==> src/rtl/seq_pp_multiplier.sv <==
// ----------------------------------------------------------------------------
// seq_pp_multiplier
//
// Iterative partial-product multiplier. On each RUN cycle it forms
// ROWS_PER_CYCLE AND-rows of partial products and adds them into a
// 2*WIDTH accumulator. It takes K = WIDTH/ROWS_PER_CYCLE cycles per product.
// Operands may be unsigned or two's complement, and the choice is made per
// transaction. The core multiplies the magnitudes and applies the sign to
// the finished sum.
//
// Ports
//   clk        in   rising-edge clock
//   rst_n      in   asynchronous active-low reset
//   in_valid   in   a, b, in_signed are valid
//   in_ready   out  block can accept an operation (state IDLE)
//   in_signed  in   1: a and b are two's complement, 0: unsigned
//   a          in   WIDTH-bit multiplicand
//   b          in   WIDTH-bit multiplier
//   out_valid  out  p holds a completed product (state DONE)
//   out_ready  in   consumer accepts p
//   p          out  2*WIDTH-bit product
//   busy       out  high whenever state is not IDLE
// ----------------------------------------------------------------------------
module seq_pp_multiplier #(
   parameter int unsigned WIDTH          = 4,
   parameter int unsigned ROWS_PER_CYCLE = 1
) (
   input  logic                 clk,
   input  logic                 rst_n,
   input  logic                 in_valid,
   output logic                 in_ready,
   input  logic                 in_signed,
   input  logic [WIDTH-1:0]     a,
   input  logic [WIDTH-1:0]     b,
   output logic                 out_valid,
   input  logic                 out_ready,
   output logic [2*WIDTH-1:0]   p,
   output logic                 busy
);

   localparam int unsigned K    = WIDTH / ROWS_PER_CYCLE;
   localparam int unsigned CW   = (K > 1) ? $clog2(K) : 1;
   localparam logic [CW-1:0] LAST = CW'(K - 1);

   typedef enum logic [1:0] {
      IDLE,
      RUN,
      DONE
   } state_e;

   state_e               state_q, state_d;
   logic [2*WIDTH-1:0]   acc_q, acc_d;
   logic [2*WIDTH-1:0]   ash_q, ash_d;
   logic [WIDTH-1:0]     bsh_q, bsh_d;
   logic                 neg_q, neg_d;
   logic [CW-1:0]        cnt_q, cnt_d;
   logic [2*WIDTH-1:0]   p_q, p_d;

   logic [WIDTH-1:0]     amag, bmag;
   logic [2*WIDTH-1:0]   acc_sum;
   logic [WIDTH-1:0]     bbit;

   // Operand magnitudes. Negating -2^(W-1) wraps to 2^(W-1). That is the
   // correct magnitude when it is read as an unsigned WIDTH-bit value.
   always_comb begin
      amag = (in_signed && a[WIDTH-1]) ? -a : a;
      bmag = (in_signed && b[WIDTH-1]) ? -b : b;
   end

   // Row i = cnt*ROWS_PER_CYCLE + r is handled through pre-shifted copies.
   // ash_q holds amag << (cnt*ROWS_PER_CYCLE). bsh_q holds
   // bmag >> (cnt*ROWS_PER_CYCLE). Row r of this cycle therefore tests
   // bsh_q[r] and adds ash_q << r.
   always_comb begin
      acc_sum = acc_q;
      bbit    = '0;
      for (int unsigned r = 0; r < ROWS_PER_CYCLE; r++) begin
         bbit = bsh_q >> r;
         if (bbit[0]) begin
            acc_sum = acc_sum + (ash_q << r);
         end
      end
   end

   always_comb begin
      state_d = state_q;
      acc_d   = acc_q;
      ash_d   = ash_q;
      bsh_d   = bsh_q;
      neg_d   = neg_q;
      cnt_d   = cnt_q;
      p_d     = p_q;

      case (state_q)
         IDLE: begin
            if (in_valid) begin
               ash_d   = {{WIDTH{1'b0}}, amag};
               bsh_d   = bmag;
               neg_d   = in_signed & (a[WIDTH-1] ^ b[WIDTH-1]);
               acc_d   = '0;
               cnt_d   = '0;
               state_d = RUN;
            end
         end
         RUN: begin
            acc_d = acc_sum;
            ash_d = ash_q << ROWS_PER_CYCLE;
            bsh_d = bsh_q >> ROWS_PER_CYCLE;
            cnt_d = cnt_q + CW'(1);
            if (cnt_q == LAST) begin
               // p is loaded only here, so it stays stable through DONE and after.
               p_d     = neg_q ? -acc_sum : acc_sum;
               cnt_d   = '0;
               state_d = DONE;
            end
         end
         DONE: begin
            if (out_ready) begin
               state_d = IDLE;
            end
         end
         default: begin
            state_d = IDLE;
         end
      endcase
   end

   always_ff @(posedge clk or negedge rst_n) begin
      if (!rst_n) begin
         state_q <= IDLE;
         acc_q   <= '0;
         ash_q   <= '0;
         bsh_q   <= '0;
         neg_q   <= 1'b0;
         cnt_q   <= '0;
         p_q     <= '0;
      end else begin
         state_q <= state_d;
         acc_q   <= acc_d;
         ash_q   <= ash_d;
         bsh_q   <= bsh_d;
         neg_q   <= neg_d;
         cnt_q   <= cnt_d;
         p_q     <= p_d;
      end
   end

   assign in_ready  = (state_q == IDLE);
   assign out_valid = (state_q == DONE);
   assign busy      = (state_q != IDLE);
   assign p         = p_q;

endmodule
==> config.mk <==
export PLATFORM = sky130hd
export DESIGN_NAME = seq_pp_multiplier
export DESIGN_NICKNAME = d
export VERILOG_FILES = /design/src/rtl/seq_pp_multiplier.sv
export SDC_FILE = /design/constraint.sdc
export NUM_CORES = 1
export LEC_CHECK = 0
export CAP_MARGIN = 20
export CORE_MARGIN = 2
export CORE_UTILIZATION = 55
export DETAILED_ROUTE_END_ITERATION = 7
export PLACE_DENSITY = 0.8
export RECOVER_POWER = 25
export SYNTH_ARGS = -nofsm -noshare
export SYNTH_HDL_FRONTEND = slang
export SYNTH_SLANG_ARGS = --single-unit
==> constraint.sdc <==
create_clock -name clk -period 6.35 [get_ports clk]
set_input_delay 1.27 -clock clk [delete_from_list [all_inputs] [get_ports clk]]
set_output_delay 1.27 -clock clk [all_outputs]
set_load 0.02 [all_outputs]
### Register map, names as in the netlist, run 1

The bar under the picture is 20 um long. Other sequential cells in the stronger grey, the rest of the logic in the fainter grey.
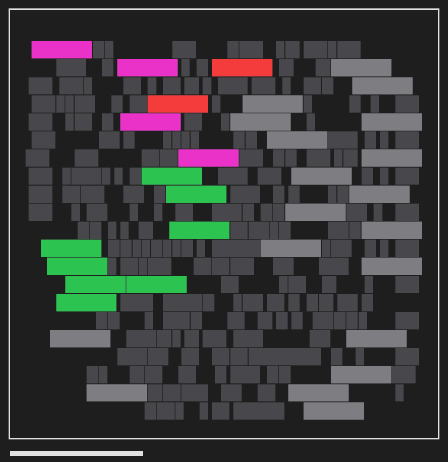
magenta -> `bbit`  # placed flops 4
green -> `ash_q`  # placed flops 8
red -> `cnt_q`  # placed flops 2
Power Sequential: 381 uW
final core utilization: 68.2%
Reg area: 826 um2
Seq/total area: 35.4%

### Placement by cell class, run 1

The bar under the picture is 20 um long.
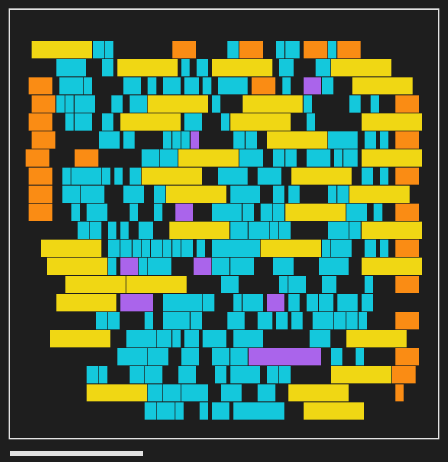
purple -> clock drivers and dummy loads  # cells 8
orange -> other buffers and delay cells  # cells 24
yellow -> flip-flops  # cells 33
cyan -> all other logic  # cells 176
CORE AREA: 0.00342 mm2
Non-Filler Cell Area, Final: 0.00233 mm2
number of rows created at floorplan: 21

==> commit_impl_results.txt, run 1 <==
Store results of the implementation flow

- Result of the run: finished, violations left
- Violations in the final reports: max-capacitance violations, max-slew violations
- After layout, the inverter instance count without clock inverters stands at 8.
* Total tool warning count: 26
* Largest cell class: logic gates
* Well Taps: 46
* Biggest fanout along the worst timing path: 4
* Number of standard cells reported by yosys: 218
* Number of gates resized after cts: 0
* Number of inserted filler cells in the final layout: 300
- Slew at the pin with the worst max-slew slack: 1710 ps
* Net Sw Power: 535 uW
- Per the synthesis report, the XOR/XNOR share of the synthesized area is 4.79%.
* Worst reg2reg path depth: 9
* Overall routed net length: 3.81 mm
* Post-route DRC violation count: 0
* CTS tree: done
- # setup viols final: 0
- Number of buffers on the longest clock path: 2
* Number of max-cap violations: 1
* Clock transition at the registers of the reported paths: 100 ps
* R2R Path End: p[7]$_DFFE_PN0P_
- Sum of negative setup slack: 0 ps
- Crit path launch type: flip-flop
- Comb_multi_in: 168
* Seq cells: 33
- Setup CP Type: reg -> out
* Starting utilization of the core area: 58.9%
- CP max stage cell: sky130_fd_sc_hd__clkdlybuf4s50_1
- Internal power comes to 674 uW.
* Post-synthesis adder-cell area fraction: 7.84%
- Combinational cells account for 54.9% of the total power.
* Worst Setup Slack, final: 3440 ps
* Number of antenna violations at the first check in global routing: 0
- Multi-input gates account for 47.1% of the area.
* Fraction of final layout cells with drive strength greater than 1: 5.39%
* Non-clock buffering overhead in the final layout: 10.0%
- Summed over all layers, the global routing overflow is 0.
- Worst path max stage delay: 650 ps
- Number of global-route vias before repair: 1539
- The flow reports power dissipated in the clock network as 165 uW.
- Number of library cell types mapped by synthesis: 43
- Number of non-clock buffers in the layout: 24
- Synthesized-area fraction occupied by and/or/nand/nor cells: 18.4%
- For this run, the chip area from Yosys synthesis comes to 0.00201 mm2.
- Maximum clock frequency: 344 MHz
* Portion of total power attributed to the clock network: 13.7%
* Placed cells: 279
- The worst path in the final design needs a cycle of 2910 ps, including I/O delays and setup.
* Post-synth seq share: 41.1%
- Dividing the synthesized area by the synthesized cell count gives 9.22 um2.
- Buffer count from post-CTS setup fixing: 0
- Total number of vias: 1623
- The placement summary gives the final routability congestion estimate as 0.829.
- The clock reaches the later pin of the worst-skew pair after 340 ps.
- Traced cell by cell, the critical path runs through nor2_1, clkdlybuf4s50_1.
- Of the total power, the share spent switching nets is 44.3%.
- Area after detailed placement: 0.00225 mm2
- PortBufs: 23
* Reg-to-reg critical path startpoint: acc_q[0]$_DFFE_PN0P_
* Leakage power of the design: 0.00107 uW
- Clock tree buffers and inverters occupy 3.65% of the routed design's cell area.
* Detail-routed net length per standard cell: 13.3 um
- Arrival time at the worst endpoint: 1640 ps
- Worst Skew: 16.6 ps
- Post-route fraction of the period consumed by the critical path: 45.8%
- According to the timing report, the data required time at the worst endpoint equals 5080 ps.
* Flop pwr share: 31.5%
- Measured against its own limit, the worst slew margin works out to -13.9%.
- Initial drt markers: 120
* Critical Path End Type: output pin
- Synthesis produced a netlist with a net count of 243.
* Maximum VDD drop: 0.000220 V
- Number of sinks on the clock net: 33
- The path with the worst hold slack has its endpoint at p[3]$_DFFE_PN0P_.
- The synthesis stat section lists a flop and latch total of 33.
- Post-DP HPWL: 2.86 mm
- Overall power consumption after layout is estimated at 1210 uW.
- Ranked by power, first place goes to combinational logic.
* Pin count of the biggest net entering global routing: 34
- Clock tree buffer count of the final layout: 7
* Vias per inst: 5.66
- The floorplan report gives the top-level pin count as 24.
* H-Tree Depth: 2
- Unrepaired setup endpoints after global routing: false
- From bottom edge to top edge, the die measures 64.5 um.
- For reference, the final report shows the max-slew violation count at 34.
- Endpoints failing hold in the final report were tallied at 0.
- The final antenna diode tally reported by the flow is 0.
- The most common logic cells in the final layout are sky130_fd_sc_hd__nand2_1 (38), sky130_fd_sc_hd__dfrtp_1 (33), sky130_fd_sc_hd__o21ai_0 (30).
* Class of the most critical hold timing path: reg -> reg
- The flow measured a signed area growth from synthesis to layout of 15.9%.
- Counting instances, the worst hold path has a depth of 2.
- Synth warn: 0
- Per the summary, power density relative to cell area is 519 mW/mm2.
* Hold buffer count at cts: 0
* MUX share of area: 2.99%
- After the last flow step, the layout net total stands at 265.
* Mapped Area: 0.00201 mm2
- Die extent in x: 64.5 um
- Launch instance of the worst min-delay path: p[3]$_DFFE_PN0P_
- On the final layout, the worst hold slack is 483 ps.
- Grouping non-sequential cells by family puts the most area in AND-OR/OR-AND gates.
* Compound-Gate Fraction of Synth Area: 20.7%
- Global-route wire length before repair: 7.20 mm
- At the placement stage, the worst setup path has a slack of 3660 ps.
* Reported combinational group power: 664 uW
* Routed Antenna Nets: 0
* Number of buffers created by CTS: 5
- Total die size: 0.00416 mm2
- Worst reg-to-reg setup slack: 3810 ps
### Congestion heat map, run 1

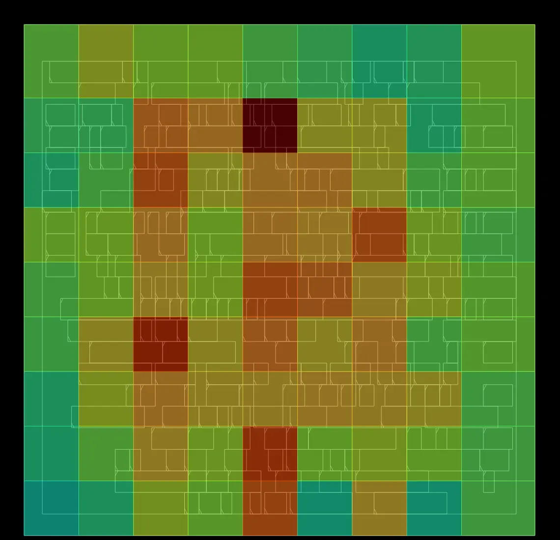
routing usage on met1: 30.8%
global-route usage over all layers: 22.3%
met3 Resource Use GR: 4.51%
met2 Usage GRT: 34.1%
layer carrying the most global-route usage: met2

### Gate-type map, run 1

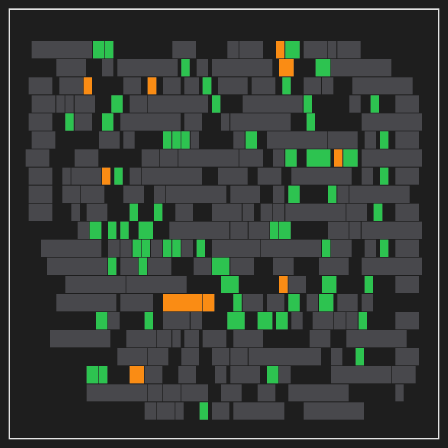
orange -> NOR gates  # cells 10, most used nor2_1
green -> NAND gates  # cells 62, most used nand2_1
most instantiated logic cell after routing: sky130_fd_sc_hd__nand2_1
final std cells w/o fill: 287

[run 1: synthesized netlist by cell type, drive strengths merged]
cell type  instances  area, um2
or2b               2       15.0
nand3             14       75.1
o211ai             3       22.5
fa                 1       20.0
xor2               2       17.5
a31oi              3       33.8
nor2b              2       12.5
o21ai             32        160
o21a               1       7.51
nor3               2       21.3
a21o               2       15.0
inv                8       30.0
buf                3       33.8
a32oi              1       8.76
and2               1       6.26
xnor2              9       78.8
and2b              1       7.51
a2111o             1       11.3
dfrtp             33        826
nand2b             6       37.5
o31ai              5       42.5
ha                11        138
a211oi             1       7.51
a22oi              5       37.5
o311ai             1       8.76
nor2               6       22.5
o22ai              1       6.26
clkbuf             6       22.5
a21oi              3       15.0
nand3b             3       22.5
mux2i              6       60.1
a211o              3       27.5
nand2             39        149
o2111a             1       11.3
[run 1: worst max-delay path by stage]
stage                                 startpoint                    to  slack [ps]
after floorplan             acc_q[0]$_DFFE_PN0P_      p[7]$_DFFE_PN0P_        4000
after global placement                  in_valid   bbit[2]$_DFFE_PN0P_        3680
after detailed placement                in_valid   bbit[1]$_DFFE_PN0P_        3660
after CTS                 state_q[1]$_DFFE_PN0P_              in_ready        3420
after global routing                       rst_n  acc_q[7]$_DFFE_PN0P_        2970
final                     state_q[1]$_DFFE_PN0P_              in_ready        3440
[run 1: routing by layer]
metal / up-vias / GRT usage, % / part of all wire [%]
li1: 820 / - / -
met1: 764 / 30.8 / 47
met2: 33 / 34.1 / 47
met3: 6 / 4.51 / 4.4
met4: 0 / 9.84 / 1.7
met5: - / 0 / 0
[run 1: worst max-delay path: cells and delay by family, from the launching register on]
family        cells  cell delay [ps]
flops             1              420
buf+inv           1              650
simple gates      1              240
### Metal layers overlaid, run 1

The bar under the picture is 20 um long. Only two layers are drawn.
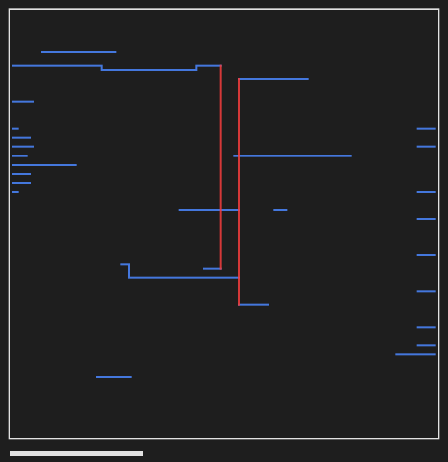

==> run 2, diff against run 1 <==
clock period = 2.8 ns   (was 6.35 ns; I/O delays follow)
### Metal layers overlaid, run 2

The bar under the picture is 20 um long. Only two layers are drawn.
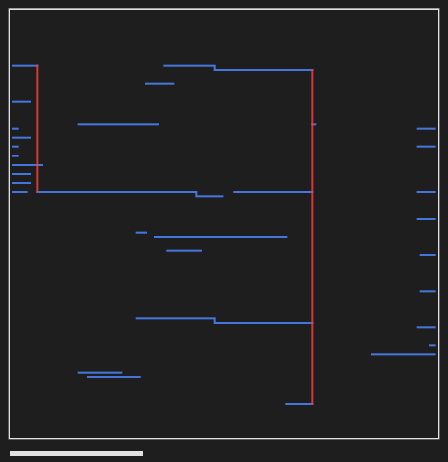
blue -> met3  # wire length 200 um
red -> met4  # wire length 69.4 um
overall routed net length: 3.94 mm
global-route usage over all layers: 21.6%
total number of vias: 1620
detail-routed net length per standard cell: 13.6 um

### Register map, names as in the netlist, run 2

The bar under the picture is 20 um long. Other sequential cells in the stronger grey, the rest of the logic in the fainter grey.
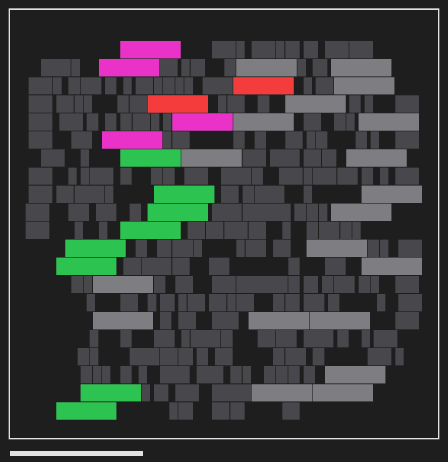
red -> `cnt_q`  # placed flops 2
magenta -> `bbit`  # placed flops 4
green -> `ash_q`  # placed flops 8
Power Sequential: 859 uW
final core utilization: 67.9%

### Placement by cell class, run 2

The bar under the picture is 20 um long.
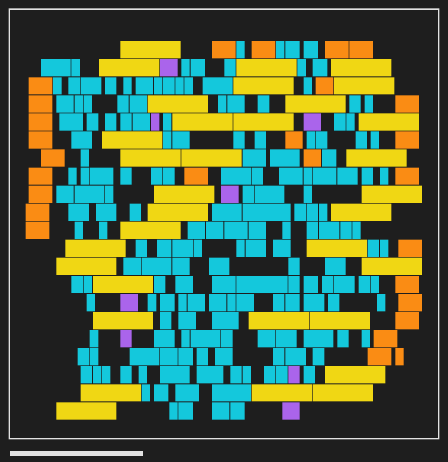
cyan -> all other logic  # cells 176
purple -> clock drivers and dummy loads  # cells 8
yellow -> flip-flops  # cells 33
orange -> other buffers and delay cells  # cells 27
Seq/total area: 35.6%
Non-Filler Cell Area, Final: 0.00232 mm2

==> run 2 against run 1 <==
The run still ends with max-capacitance violations, max-slew violations left. Clock power increased by 55%. Flip-flop count unchanged. Global-route usage shrank 0.69 points. Non-clock buffer count is 3 higher. Worst hold slack better by 0.61 ps. Final area fell by 0.48%. Critical endpoint is now p[7]$_DFFE_PN0P_.
==> commit_impl_results.txt, run 2 <==
Store results of the implementation flow

- Maximum VDD drop: 0.000399 V
- Post-route fraction of the period consumed by the critical path: 90.7%
- Before placement the cells fill 58.9% of the core.
* Vias per inst: 5.59
- Number of antenna violations at the first check in global routing: 0
- I/O pins: 24
* Post-Syn Area per Cell: 9.22 um2
* Number of sinks on the clock net: 33
- Wire length on met1: 1.80 mm
- Per the synthesis report, the AND-OR/OR-AND share of the synthesized area is 20.7%.
- Pin count of the biggest net entering global routing: 34
- For this design, Yosys synthesis ends with a cell count of 218.
* Area after detailed placement: 0.00227 mm2
* Worst Hold Path Cells: 2
- Buffers added to address setup during post-CTS repair amount to 0.
* Worst path max stage delay: 430 ps
- Data arrives at the worst endpoint at 2760 ps.
* Number of global-route vias before repair: 1474
- The synthesis report lists the Yosys warning total as 0.
- Family of cells with the greatest summed delay on the critical path: AND-OR/OR-AND gates
- The worst register-to-register path depth is 9.
* Yosys stat area: 0.00201 mm2
* Final hold violation count: 0
* Number of buffers created by CTS: 5
- Number of library cell types mapped by synthesis: 43
- In this run the tool buffered the top-level ports with 23 buffer cells.
- Across all register-to-register paths, the minimum setup slack is 260 ps.
- Global-route wire length before repair: 6.74 mm
- Hold path endpoint: p[2]$_DFFE_PN0P_
- No sink is reached through more buffers than the 2 on the longest clock path.
- Measured along the y axis, the die boundary spans 64.5 um.
- Violations in the final reports: max-capacitance violations, max-slew violations
- Launch instance of the worst min-delay path: p[2]$_DFFE_PN0P_
- For the worst reg-to-reg path, the endpoint reported by OpenROAD is p[7]$_DFFE_PN0P_.
- # setup viols final: 0
* Insertion delay of the later-clocked pin in the worst-skew pair: 350 ps
- Dominant Register Cell: sky130_fd_sc_hd__dfrtp_1
- The run finished, with violations left.
* Final layout net count: 268
* Layout overhead on the synthesized area: 15.4%
- Number of gates resized after cts: 0
* Class of the most critical hold timing path: reg -> reg
- Wire length on met2: 1.87 mm
- Crit path cell chain: ha_1, fa_1, a211o_2, a2111o_1, o211ai_1, nand2b_1, o31ai_2, xnor2_1, o21ai_1
* Worst rel slew slack: -17.8%
- Number of synthesized flops with an enable pin: 0
* Unrepaired setup endpoints after global routing: false
- After detailed placement, the design holds a cell count of 282.
- Hold buffer count at cts: 0
- For this run, the top clock speed supported by timing is 394 MHz.
- The final timing report derives a shortest allowable period of 2540 ps.
- Routability-driven placement finished with a final weighted congestion of 0.960.
- H-Tree Depth: 2
- Synthesized-area fraction occupied by and/or/nand/nor cells: 18.4%
- The worst setup path is launched from a flip-flop.
* Number of nets produced by synthesis: 243
- Power density of the placed cells: 1160 mW/mm2
- Buffers and inverters on the worst path: 0
- Pins over their slew limit in the final report were tallied at 34.
* Most instantiated logic cell after routing: sky130_fd_sc_hd__nand2_1
- Detailed-routed wire length on met3: 200 um
- Per the STA report, the cell with the highest stage delay on the worst path is sky130_fd_sc_hd__fa_1.
- The repair_antennas step left the layout with diodes totalling 0.
* Initial drt markers: 75
* Comb area leader: AND-OR/OR-AND gates
- The launch point of the worst register-to-register path is recorded as acc_q[0]$_DFFE_PN0P_.
- The core region is 0.00342 mm2.
- Total tool warning count: 26
* Slew at the pin with the worst max-slew slack: 1770 ps
- Final std cells w/o fill: 290
- Number of rows created at floorplan: 21
* Total die size: 0.00416 mm2
- XOR/XNOR Fraction of Synth Area: 4.79%
- Of all flip-flops after synthesis, the portion carrying an async set or reset was 100%.
- The detail route stage leaves a number of antenna-violating nets equal to 0.
- Clock transition at the registers of the reported paths: 100 ps
- Clock skew on the completed layout was measured at 3.78 ps.
* Fraction of final layout cells with drive strength greater than 1: 6.56%
* Mapped Area: 0.00201 mm2
* CTS tree: done
* Grt total ovfl: 0
- Yosys instantiated no cell more often than sky130_fd_sc_hd__nand2_1.
- Number of max-cap violations: 1
- The synthesis report lists the most area-consuming cells as sky130_fd_sc_hd__dfrtp_1 (41%), sky130_fd_sc_hd__o21ai_0 (7.5%), sky130_fd_sc_hd__nand2_1 (7.1%), sky130_fd_sc_hd__ha_1 (6.8%), sky130_fd_sc_hd__xnor2_1 (3.9%).
- Synthesis inferred 33 register bits.
* Post-synth seq share: 41.1%
* Post-synthesis adder-cell area fraction: 7.84%
* Biggest fanout along the worst timing path: 3
* Critical Path End Type: flip-flop
* Post-route DRC violation count: 0
- Measured against the total synthesized area, the mux share comes to 2.99%.
* Sum of negative setup slack: 0 ps
- The leakage component of the power was reported as 0.00107 uW.
-- run 2: final cells by class --
| type | count | area, um2 |
|---|---|---|
| multi-input combinational | 168 | 1100 |
| sequential | 33 | 826 |
| inverter | 8 | 30.0 |
| clock buffer | 6 | 41.3 |
| clock inverter | 2 | 10.0 |
| tap | 46 | 57.6 |
| timing repair buffer | 27 | 256 |
| fill | 281 | 1100 |
-- run 2: metal layers --
metal  track usage (%)  vias up
met4              8.78        0
met3              6.94        7
met1              26.6      752
met5                 0        -
met2              35.2       40
li1                  -      821
-- run 2: report_power, final --
part	switching (uW)	internal, uW
sequential	187	672
clock	159	95.3
combinational	893	677
-- run 2: worst max path at each step --
| stage | startpoint | end | slack (ps) | cells past startpoint |
|---|---|---|---|---|
| after floorplan | acc_q[0]$_DFFE_PN0P_ | p[7]$_DFFE_PN0P_ | 450 | 9 |
| after global placement | acc_q[0]$_DFFE_PN0P_ | p[7]$_DFFE_PN0P_ | 370 | 9 |
| after detailed placement | acc_q[0]$_DFFE_PN0P_ | p[7]$_DFFE_PN0P_ | 280 | 9 |
| after CTS | acc_q[0]$_DFFE_PN0P_ | p[7]$_DFFE_PN0P_ | 260 | 9 |
| after global routing | acc_q[0]$_DFFE_PN0P_ | p[6]$_DFFE_PN0P_ | 100 | 9 |
| final | acc_q[0]$_DFFE_PN0P_ | p[7]$_DFFE_PN0P_ | 260 | 9 |
-- run 2: stage by stage --
| step | hold WS, ps | total power (uW) | setup WS [ps] |
|---|---|---|---|
| after floorplan | 264 | 2020 | 449 |
| after global placement | 462 | 2400 | 375 |
| after detailed placement | 470 | 2440 | 276 |
| after CTS | 492 | 2700 | 258 |
| after global routing | 512 | 2930 | 97.5 |
| final | 484 | 2680 | 261 |
No activity file was given, so power comes from the tool's default toggle rates.
